--- config.mk ---
export PLATFORM = sky130hd
export DESIGN_NAME = vector_mem_read_ctrl
export DESIGN_NICKNAME = d
export VERILOG_FILES = /design/src/rtl/vector_mem_read_ctrl.sv
export SDC_FILE = /design/constraint.sdc
export NUM_CORES = 1
export LEC_CHECK = 0
export CAP_MARGIN = 30
export CORE_AREA = 2 2 223 225
export DETAILED_ROUTE_END_ITERATION = 8
export DIE_AREA = 0 0 225 227
export GPL_TIMING_DRIVEN = 0
export PLACE_DENSITY = 0.66
export SLEW_MARGIN = 20
export SYNTH_ARGS = -nofsm -noshare
export SYNTH_HDL_FRONTEND = slang
export SYNTH_SLANG_ARGS = --single-unit
export TNS_END_PERCENT = 30
--- constraint.sdc ---
create_clock -name clk -period 4.2 [get_ports clk]
set_input_delay 1.05 -clock clk [delete_from_list [all_inputs] [get_ports clk]]
set_output_delay 1.05 -clock clk [all_outputs]
set_load 0.02 [all_outputs]
--- src/rtl/vector_mem_read_ctrl.sv ---
// vector_mem_read_ctrl: strided row-read sequencer draining vector_memory into a 2-entry valid/ready FIFO
// Optional feature macro: VEC_RD_LANE_MASK_EN (adds lane_mask, a per-lane read enable captured on start)
// Ports:
//   clk, reset                          clock, synchronous active-high reset
//   start, base_addr, stride, num_rows  command; sampled only in IDLE
//   busy, done                          command in progress / one-cycle completion pulse
//   mem_read_req, mem_read_addr         registered per-bank read strobes and addresses
//   mem_read_data                       bank outputs for the previous cycle's request
//   out_valid, out_ready, out_data      output row stream (lane order as mem_read_data)
//   lane_mask                           (VEC_RD_LANE_MASK_EN only) lanes to read; others return 0
module vector_mem_read_ctrl #(
    parameter int DATA_WIDTH = 10,
    parameter int ADDR_WIDTH = 12,
    parameter int NUM_ELEM   = 16
) (
    input  logic                             clk,
    input  logic                             reset,
    input  logic                             start,
    input  logic [ADDR_WIDTH-1:0]            base_addr,
    input  logic [ADDR_WIDTH-1:0]            stride,
    input  logic [ADDR_WIDTH-1:0]            num_rows,
`ifdef VEC_RD_LANE_MASK_EN
    input  logic [NUM_ELEM-1:0]              lane_mask,
`endif
    output logic                             busy,
    output logic                             done,
    output logic [NUM_ELEM-1:0]              mem_read_req,
    output logic [ADDR_WIDTH*NUM_ELEM-1:0]   mem_read_addr,
    input  logic [DATA_WIDTH*NUM_ELEM-1:0]   mem_read_data,
    output logic                             out_valid,
    input  logic                             out_ready,
    output logic [DATA_WIDTH*NUM_ELEM-1:0]   out_data
);
    typedef enum logic [1:0] {IDLE, ISSUE, DRAIN, FIN} state_t;
    state_t state, state_nxt;
    logic [ADDR_WIDTH-1:0] cur_addr, stride_r, remaining, issue_addr;
    logic [DATA_WIDTH*NUM_ELEM-1:0] tail, row_in;
    logic [NUM_ELEM-1:0] mask_r, issue_mask;
    logic [1:0] count;
    logic inflight, pop, push, launch, credit_ok, issue;

`ifdef VEC_RD_LANE_MASK_EN
    always_ff @(posedge clk) begin
        if (reset)
            mask_r <= '0;
        else if (launch)
            mask_r <= lane_mask;
    end
    // The first read goes out on the accepting edge, before mask_r holds the new mask.
    assign issue_mask = (state == IDLE) ? lane_mask : mask_r;
`else
    assign mask_r     = '1;
    assign issue_mask = '1;
`endif

    for (genvar g = 0; g < NUM_ELEM; g++) begin : g_lane
        assign row_in[g*DATA_WIDTH +: DATA_WIDTH] = mask_r[g] ? mem_read_data[g*DATA_WIDTH +: DATA_WIDTH] : '0;
    end

    assign out_valid = count != 2'd0;
    assign pop       = out_valid & out_ready;
    assign push      = inflight;
    assign launch    = (state == IDLE) & start;
    // Buffered rows plus the row still coming back from memory must leave room for one more.
    assign credit_ok = ({1'b0, count} + {2'b0, inflight} - {2'b0, pop}) < 3'd2;
    // The first read is launched on the accepting edge so the request appears one cycle after start.
    assign issue      = launch ? (num_rows != '0) : (state == ISSUE) && (remaining != '0) && credit_ok;
    assign issue_addr = launch ? base_addr : cur_addr;

    always_ff @(posedge clk) begin
        if (reset) begin
            cur_addr      <= '0;
            stride_r      <= '0;
            remaining     <= '0;
            inflight      <= 1'b0;
            mem_read_req  <= '0;
            mem_read_addr <= '0;
        end else begin
            inflight     <= issue;
            mem_read_req <= issue ? issue_mask : '0;
            remaining    <= (launch ? num_rows : remaining) - {{(ADDR_WIDTH-1){1'b0}}, issue};
            if (launch)
                stride_r <= stride;
            if (issue) begin
                mem_read_addr <= {NUM_ELEM{issue_addr}};
                cur_addr      <= issue_addr + (launch ? stride : stride_r);
            end
        end
    end

    // out_data is the FIFO head; tail holds the second row when two are buffered.
    always_ff @(posedge clk) begin
        if (reset) begin
            count    <= 2'd0;
            out_data <= '0;
            tail     <= '0;
        end else begin
            count <= count + {1'b0, push} - {1'b0, pop};
            if (pop && count == 2'd2)
                out_data <= tail;
            else if (push && (count == 2'd0 || (count == 2'd1 && pop)))
                out_data <= row_in;
            if (push && ((count == 2'd1 && !pop) || (count == 2'd2 && pop)))
                tail <= row_in;
        end
    end

    always_ff @(posedge clk) begin
        if (reset)
            state <= IDLE;
        else
            state <= state_nxt;
    end

    always_comb begin
        state_nxt = state;
        case (state)
            IDLE:  if (start) state_nxt = (num_rows == '0) ? FIN : ISSUE;
            ISSUE: if (remaining == '0) state_nxt = DRAIN;
            // Leave on the edge that accepts the final row so done follows that handshake directly.
            DRAIN: if (!inflight && (count == 2'd0 || (count == 2'd1 && pop))) state_nxt = FIN;
            FIN:   state_nxt = IDLE;
        endcase
    end

    always_comb begin
        busy = (state == ISSUE) || (state == DRAIN);
        done = state == FIN;
    end
endmodule

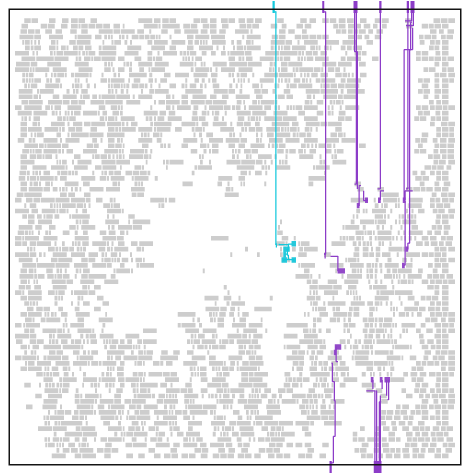
(images/io_fan.png)
Scale: 2 px per um.
purple -> `stride`  # direction input, edge 7 north, 5 south, end cells 13, buffers 12, wire 1020 um
cyan -> `out_ready`  # direction input, edge north, end cells 6, buffers 1, wire 143 um

==> flow_summary.toml <==
# yosys + openroad results
[final_timing]
min_period_ns = 3.963
setup_viol = 0
finalSetupTns_ns = 0
tightestPinTransition_ns = 0.8304
drv_slew = 0

[die]
num_io_pins = 571
fp-row-count = 81

[logic_synthesis]
synth-simple-area-share_pct = 15.88
ys_types = 50
edf_count = 0

[outcome]
run_status = "completed"

[clocking]
clockBufferDepth = 3
clkTransAtPathRegs_ns = 0.06
cts_tree = "built"

[drt]
top_layer = "met5"
wl_met3_mm = 4.418
ant_nets = 0

[worst_setup_path]
cpMaxStageDelayCell = "clkbuf_1"
endpoint_kind = "flip-flop"
timing.rr.end = "cur_addr[11]"
worstReg2RegStart = "state[0]"

[power_and_ir_drop]
power_mw = 18.90

[hold_path]
hold-path-cell-count = 2

[cells_and_area]
clkCellAreaFrac_pct = 5.414
drive_above_1_share_pct = 12.59
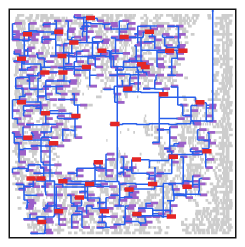
(images/clk_routes.png)
Scale: 1 px per um.
red -> clock drivers  # count 42
blue -> clock wires  # length 5100 um
purple -> flip-flops  # count 373
flops lie = spread over the die

==> flip-flops by register name, indices dropped and copies added (netlist names) <==
| register | flops |
|---|---|
| out_data | 160 |
| tail | 160 |
| cur_addr | 12 |
| mem_read_addr | 12 |
| remaining | 12 |
| stride_r | 12 |
| count | 2 |
| state | 2 |
| mem_read_req | 1 |
==> power by group <==
part	internal [mW]	switching, mW
logic	4.74	5.15
registers	4.62	0.798
clock network	2.08	1.52
total	11.4	7.46
==> worst max-delay path by stage <==
stage | start | end | slack (ns) | cells past startpoint
2_1_floorplan | out_ready | remaining[6] | 0.24 | 18
3_3_place_gp | out_ready | remaining[6] | -0.82 | 19
3_5_place_dp | out_ready | remaining[6] | -0.91 | 19
4_1_cts | out_ready | remaining[6] | 0.08 | 18
5_1_grt | state[0] | cur_addr[11] | 0.0002 | 14
6_report | state[0] | cur_addr[11] | 0.24 | 14
==> through the flow <==
stage               setup WS [ns]  hold slack, ns  instance area (um^2)
floorplan                  0.2418          0.4321                 16910
detailed placement        -0.9108          0.4445                 23400
finish                     0.2372          0.4507                 24800
CTS                       0.07551          0.4526                 24740
global placement          -0.8227          0.4405                 23370
global route            0.0001719          0.4674                 24800
==> synthesized netlist by cell type, types with 7 or more instances <==
master / count
inv_1: 13
xor2_1: 7
buf_2: 59
a211oi_1: 173
a21oi_1: 180
buf_4: 197
xnor2_1: 12
clkbuf_1: 79
nor2b_1: 15
dfxtp_1: 373
mux2i_1: 173
nor3_1: 13
o21ai_0: 8
ha_1: 20
nor2_1: 215
nand2_1: 410
==> what timing repair did <==
| action | 4_1_cts | 5_1_grt |
|---|---|---|
| setup endpoints to repair | 6 | 6 |
| pin swaps | 0 | 1 |
| buffers inserted | 0 | 3 |
| cloned | 0 | 0 |
| resized | 2 | 2 |
Power and IR drop assume default switching activity.
